===== src/rtl/bloke2_stream_driver.sv =====
// bloke2_stream_driver
// Host-side master for the bloke2 hash core byte-stream interface. A message
// is buffered from the host, streamed to the core between start and finish
// pulses, and the core's digest stream is gathered into a parallel register.
//
// Ports
//   clk, rst             clock, synchronous active-high reset
//   wr_en/wr_addr/wr_data host buffer write port (ignored while busy)
//   go, go_len           hash request and message length, sampled in IDLE
//   busy, done, err      status: busy span, done pulse, error pulse
//   digest               collected digest, byte i at [8*i +: 8]
//   start, finish        one-cycle control pulses to the core
//   din/din_valid/din_ready/din_end  message byte stream to the core
//   dout/dout_valid/dout_end         digest byte stream from the core
module bloke2_stream_driver #(
  parameter int unsigned MAX_LEN      = 64,
  parameter int unsigned LEN_W        = 7,
  parameter int unsigned DIGEST_BYTES = 64
) (
  input  logic                      clk,
  input  logic                      rst,
  input  logic                      wr_en,
  input  logic [LEN_W-1:0]          wr_addr,
  input  logic [7:0]                wr_data,
  input  logic                      go,
  input  logic [LEN_W-1:0]          go_len,
  output logic                      busy,
  output logic                      done,
  output logic                      err,
  output logic [8*DIGEST_BYTES-1:0] digest,
  output logic                      start,
  output logic                      finish,
  output logic [7:0]                din,
  output logic                      din_valid,
  input  logic                      din_ready,
  output logic                      din_end,
  input  logic [7:0]                dout,
  input  logic                      dout_valid,
  input  logic                      dout_end
);

  localparam int unsigned ADDR_W  = (MAX_LEN > 1) ? $clog2(MAX_LEN) : 1;
  localparam int unsigned CNT_W   = $clog2(DIGEST_BYTES + 1);
  localparam int unsigned DBYTE_W = (DIGEST_BYTES > 1) ? $clog2(DIGEST_BYTES) : 1;
  localparam int unsigned DBIT_W  = DBYTE_W + 3;
  localparam int unsigned DIG_W   = 8 * DIGEST_BYTES;

  localparam logic [2:0] S_IDLE    = 3'd0;
  localparam logic [2:0] S_START   = 3'd1;
  localparam logic [2:0] S_FEED    = 3'd2;
  localparam logic [2:0] S_FINISH  = 3'd3;
  localparam logic [2:0] S_COLLECT = 3'd4;
  localparam logic [2:0] S_DONE    = 3'd5;

  logic [2:0]       state_q,     state_d;
  logic [LEN_W-1:0] len_q,       len_d;
  logic [LEN_W-1:0] idx_q,       idx_d;
  logic [CNT_W-1:0] out_cnt_q,   out_cnt_d;
  logic             ovf_q,       ovf_d;
  logic             busy_q,      busy_d;
  logic             done_q,      done_d;
  logic             err_q,       err_d;
  logic             start_q,     start_d;
  logic             finish_q,    finish_d;
  logic [7:0]       din_q,       din_d;
  logic             din_valid_q, din_valid_d;
  logic             din_end_q,   din_end_d;
  logic [DIG_W-1:0] digest_q,    digest_d;

  // Message buffer; contents survive reset by design.
  logic [7:0] mem_q [MAX_LEN];

  logic             go_len_ok_c;
  logic [LEN_W-1:0] idx_nxt_c;
  logic [LEN_W-1:0] len_last_c;
  logic [DBIT_W-1:0] dig_lsb_c;
  logic             hs_c;

  assign go_len_ok_c = (go_len != '0) && (go_len <= LEN_W'(MAX_LEN));
  assign idx_nxt_c   = idx_q + LEN_W'(1);
  assign len_last_c  = len_q - LEN_W'(1);
  assign dig_lsb_c   = {DBYTE_W'(out_cnt_q), 3'b000};
  assign hs_c        = din_valid_q && din_ready;

  // Host write port; frozen while a hash is in flight.
  always_ff @(posedge clk) begin
    if (wr_en && !busy_q && (wr_addr < LEN_W'(MAX_LEN))) begin
      mem_q[ADDR_W'(wr_addr)] <= wr_data;
    end
  end

  // Next-state and registered-output logic.
  always_comb begin
    state_d     = state_q;
    len_d       = len_q;
    idx_d       = idx_q;
    out_cnt_d   = out_cnt_q;
    ovf_d       = ovf_q;
    busy_d      = busy_q;
    done_d      = 1'b0;
    err_d       = 1'b0;
    start_d     = 1'b0;
    finish_d    = 1'b0;
    din_d       = din_q;
    din_valid_d = din_valid_q;
    din_end_d   = din_end_q;
    digest_d    = digest_q;

    case (state_q)
      S_IDLE: begin
        if (go) begin
          if (go_len_ok_c) begin
            len_d     = go_len;
            idx_d     = '0;
            out_cnt_d = '0;
            ovf_d     = 1'b0;
            digest_d  = '0;
            busy_d    = 1'b1;
            start_d   = 1'b1;
            state_d   = S_START;
          end else begin
            err_d = 1'b1;
          end
        end
      end

      // Present the first byte as the start pulse retires.
      S_START: begin
        din_valid_d = 1'b1;
        din_d       = mem_q[ADDR_W'(idx_q)];
        din_end_d   = (idx_q == len_last_c);
        state_d     = S_FEED;
      end

      // din/din_end only move on a handshake, so they hold across stalls.
      S_FEED: begin
        if (hs_c) begin
          idx_d = idx_nxt_c;
          if (din_end_q) begin
            din_valid_d = 1'b0;
            din_end_d   = 1'b0;
            finish_d    = 1'b1;
            state_d     = S_FINISH;
          end else begin
            din_d     = mem_q[ADDR_W'(idx_nxt_c)];
            din_end_d = (idx_nxt_c == len_last_c);
          end
        end
      end

      S_FINISH: begin
        state_d = S_COLLECT;
      end

      // Bytes past the digest length are dropped but remembered as overflow.
      S_COLLECT: begin
        if (dout_valid) begin
          if (out_cnt_q < CNT_W'(DIGEST_BYTES)) begin
            digest_d[dig_lsb_c +: 8] = dout;
            out_cnt_d                = out_cnt_q + CNT_W'(1);
          end else begin
            ovf_d = 1'b1;
          end
          if (dout_end) begin
            done_d  = 1'b1;
            err_d   = ovf_q || (out_cnt_q != CNT_W'(DIGEST_BYTES - 1));
            busy_d  = 1'b0;
            state_d = S_DONE;
          end
        end
      end

      S_DONE: begin
        state_d = S_IDLE;
      end

      default: begin
        state_d = S_IDLE;
      end
    endcase
  end

  // State and output registers.
  always_ff @(posedge clk) begin
    if (rst) begin
      state_q     <= S_IDLE;
      len_q       <= '0;
      idx_q       <= '0;
      out_cnt_q   <= '0;
      ovf_q       <= 1'b0;
      busy_q      <= 1'b0;
      done_q      <= 1'b0;
      err_q       <= 1'b0;
      start_q     <= 1'b0;
      finish_q    <= 1'b0;
      din_q       <= '0;
      din_valid_q <= 1'b0;
      din_end_q   <= 1'b0;
      digest_q    <= '0;
    end else begin
      state_q     <= state_d;
      len_q       <= len_d;
      idx_q       <= idx_d;
      out_cnt_q   <= out_cnt_d;
      ovf_q       <= ovf_d;
      busy_q      <= busy_d;
      done_q      <= done_d;
      err_q       <= err_d;
      start_q     <= start_d;
      finish_q    <= finish_d;
      din_q       <= din_d;
      din_valid_q <= din_valid_d;
      din_end_q   <= din_end_d;
      digest_q    <= digest_d;
    end
  end

  assign busy      = busy_q;
  assign done      = done_q;
  assign err       = err_q;
  assign digest    = digest_q;
  assign start     = start_q;
  assign finish    = finish_q;
  assign din       = din_q;
  assign din_valid = din_valid_q;
  assign din_end   = din_end_q;

endmodule

===== config.mk =====
export PLATFORM = sky130hd
export DESIGN_NAME = bloke2_stream_driver
export DESIGN_NICKNAME = d
export VERILOG_FILES = /design/src/rtl/bloke2_stream_driver.sv
export SDC_FILE = /design/constraint.sdc
export NUM_CORES = 2
export LEC_CHECK = 0
export CAP_MARGIN = 20
export CORE_UTILIZATION = 56
export CTS_BUF_LIST = sky130_fd_sc_hd__clkbuf_8 sky130_fd_sc_hd__clkbuf_16
export DETAILED_ROUTE_END_ITERATION = 7
export PLACE_DENSITY = 0.8
export SYNTH_ARGS = -nofsm -noshare
export SYNTH_HDL_FRONTEND = slang
export SYNTH_SLANG_ARGS = --single-unit

===== constraint.sdc =====
create_clock -name clk -period 3.4 [get_ports clk]
set_input_delay 0.51 -clock clk [delete_from_list [all_inputs] [get_ports clk]]
set_output_delay 0.51 -clock clk [all_outputs]
set_load 0.01 [all_outputs]

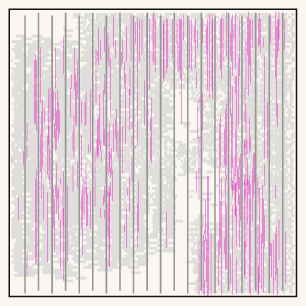
Figure 1: M4 wires.
(1 px per um) Supply wires on this layer in gray. Cells faint in the background.
- longest straight run: 132 um
- main direction: vertical
- wire length on this layer: 11,500 um
- share of all routed wire: 7.5%
- nets with wire on the layer: 225

==> reports/results.ini <==
[run_status]
status = finished clean

[final_layout]
stdcell_area_um2 = 57110
area_growth_pct = 26.57
ff_count = 1070
drive_above_1_share_pct = 18.47
logic_area_um2 = 17220
logic_gate_count = 2185
n_all_buffers = 823
clk_share_pct = 6.211
nClkBuffers = 124
fillers = 5134
seq-cell-share_pct = 46.51
top_area_cell_class = sequential cells
fin_nets = 4237

[worst_hold_path]
min_path_cells = 2
hold_end = digest[22]
min_from = rst

[synth]
syn-cell-area_um2 = 45120
ys_cells = 3575
avgSynthCellArea_um2 = 12.62
yosys_warnings = 0
synthFlopType = dfxtp_1
yosysChipArea_um2 = 45120
fa_ha_area_share_pct = 0.1664
synthAoiAreaFrac_pct = 11.67
fp_nets = 3618
ys_seq_share_pct = 58.83
async_reset_ff_share_pct = 0
logic_family = multiplexers

[global_routing]
antenna_found_initial = 12
grt_first_pass_wirelength_mm = 221.5
met2_usage_pct = 59.27
met3_usage_pct = 9.011
grt_pass1_vias = 33700
grt.busiest_layer = met2

[drt]
avgRoutedWirePerCell_um = 28.64
drt_iter0_drc = 4922
drtPass1Iterations = 8
vias_per_cell = 6.655
wl_mm = 153.0
vias = 35560
post-route-drc-count = 0
drtAntennaViolNets = 0
wl_met2_mm = 72.74

[placement]
dpl_worst_slack_ns = -0.2660
dp_hpwl_mm = 104.6
place_congestion = 0.9880
placed_area_um2 = 53440

[worst_setup_path]
crit-reg2reg-launch = out_cnt_q[0]
end_kind = register
crit_type = reg -> reg
cp_data_arrival_time_ns = 3.65
crit_chain = inv_1 > ha_1 > xor2_1 > or4_4 > o21ai_4 > nand4_2 > buf_12 > or2_2 > a31oi_1 > nor2_1
startpoint = out_cnt_q[0]
rr_worst_depth = 10
worstPathMaxFanout = 22
startpoint_type = register

[clock_network]
cts.path.max_buffers = 3
cts_buffers = 106
cts_tree = yes
cts_max_level = 3
clkSlewWorstSetupHoldPaths_ns = 0.06
postCtsSetupBuffers = 0
cts_hold_buf = 0

[floorplan]
io_pins = 564
die_area_um2 = 81720
die_h_um = 285.9
initial_utilization_pct = 56.84
die_x_um = 285.9

[flow_run]
warning_count = 34
cap_violations = 0

[pwr]
seq_power_share_pct = 50.9
power.density_nw_per_um2 = 467.6
p_sw_share_pct = 22.68
cellLeakagePower_nw = 18.76
p_comb_share_pct = 4.9

[sta]
timing.fmax_mhz = 317.5
fin_crit_ns = 3.150
rsz0062_at_grt = no
finalClockPeriodUsage_pct = 92.63
slew_viol_final = 0
setup_tns_ns = 0
tightest_slew_ns = 1.170

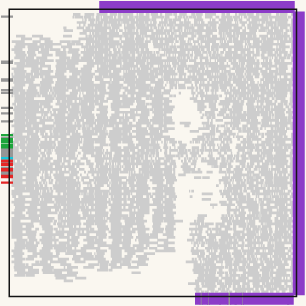
Figure 2: pin placement.
(1 px per um) Pins as bars across the die edge, other pins in gray.
- cyan: `din_end` (pins 1; direction output; edge west)
- red: `din` (pins 8; direction output; edge west)
- green: `go_len` (pins 7; direction input; edge west)
- purple: `digest` (pins 512; direction output; edge 211 north, 208 east, 93 south)

==> cells in the final DEF (no fill, tap or decap), types with 18 or more instances in the layout <==
cell type	synthesis	routed
o2bb2ai_1	72	72
a21oi_1	34	34
edfxtp_1	512	512
nand4_1	25	25
a31oi_1	252	252
o21ai_0	52	52
clkdlybuf4s50_1	0	554
dfxtp_1	558	553
nor2_1	704	700
clkinv_2	0	19
nand2_1	116	114
mux4_2	265	265
a32oi_1	32	32
clkbuf_16	0	107
nor3_1	92	92
a22oi_1	106	106
xnor2_1	18	18
buf_4	34	191
inv_1	7	28
buf_12	0	69
mux2i_1	67	67
nand3_1	62	62
a22o_1	32	32
==> power groups by stage <==
| stage | combinational [mW] | sequential, mW | clock, mW |
|---|---|---|---|
| 3_5_place_dp | 1.24 | 13.9 | 0 |
| 6_report | 1.30 | 13.6 | 11.8 |
| 3_3_place_gp | 1.22 | 13.9 | 0 |
| 5_1_grt | 1.35 | 13.6 | 12.4 |
| 2_1_floorplan | 0.694 | 13.8 | 0 |
| 4_1_cts | 1.25 | 13.6 | 11.9 |
==> cells in the mapped netlist, drive strengths merged, types with 9 or more instances <==
master   count  area [um^2]
a211oi      10        75.07
a21oi       47        314.1
a22o        32        280.3
a22oi      106        795.8
a31oi      269         1912
a32oi       32        280.3
and2        17        106.4
buf        135        779.5
clkbuf     177        664.4
dfxtp      558        11170
edfxtp     512        15370
mux2        11        123.9
mux2i       67        670.6
mux4       265         5968
nand2      116        435.4
nand3       63        320.3
nand4       29        206.5
nor2       704         2643
nor2b       16        107.6
nor3        94        493.0
o21ai       54        281.5
o22ai       15        93.84
o2bb2ai     72        630.6
o31ai       17        141.4
o32ai        9        78.83
or2         11        68.82
xnor2       18        157.7
xor2        14        122.6
No activity file was given, so power comes from the tool's default toggle rates.
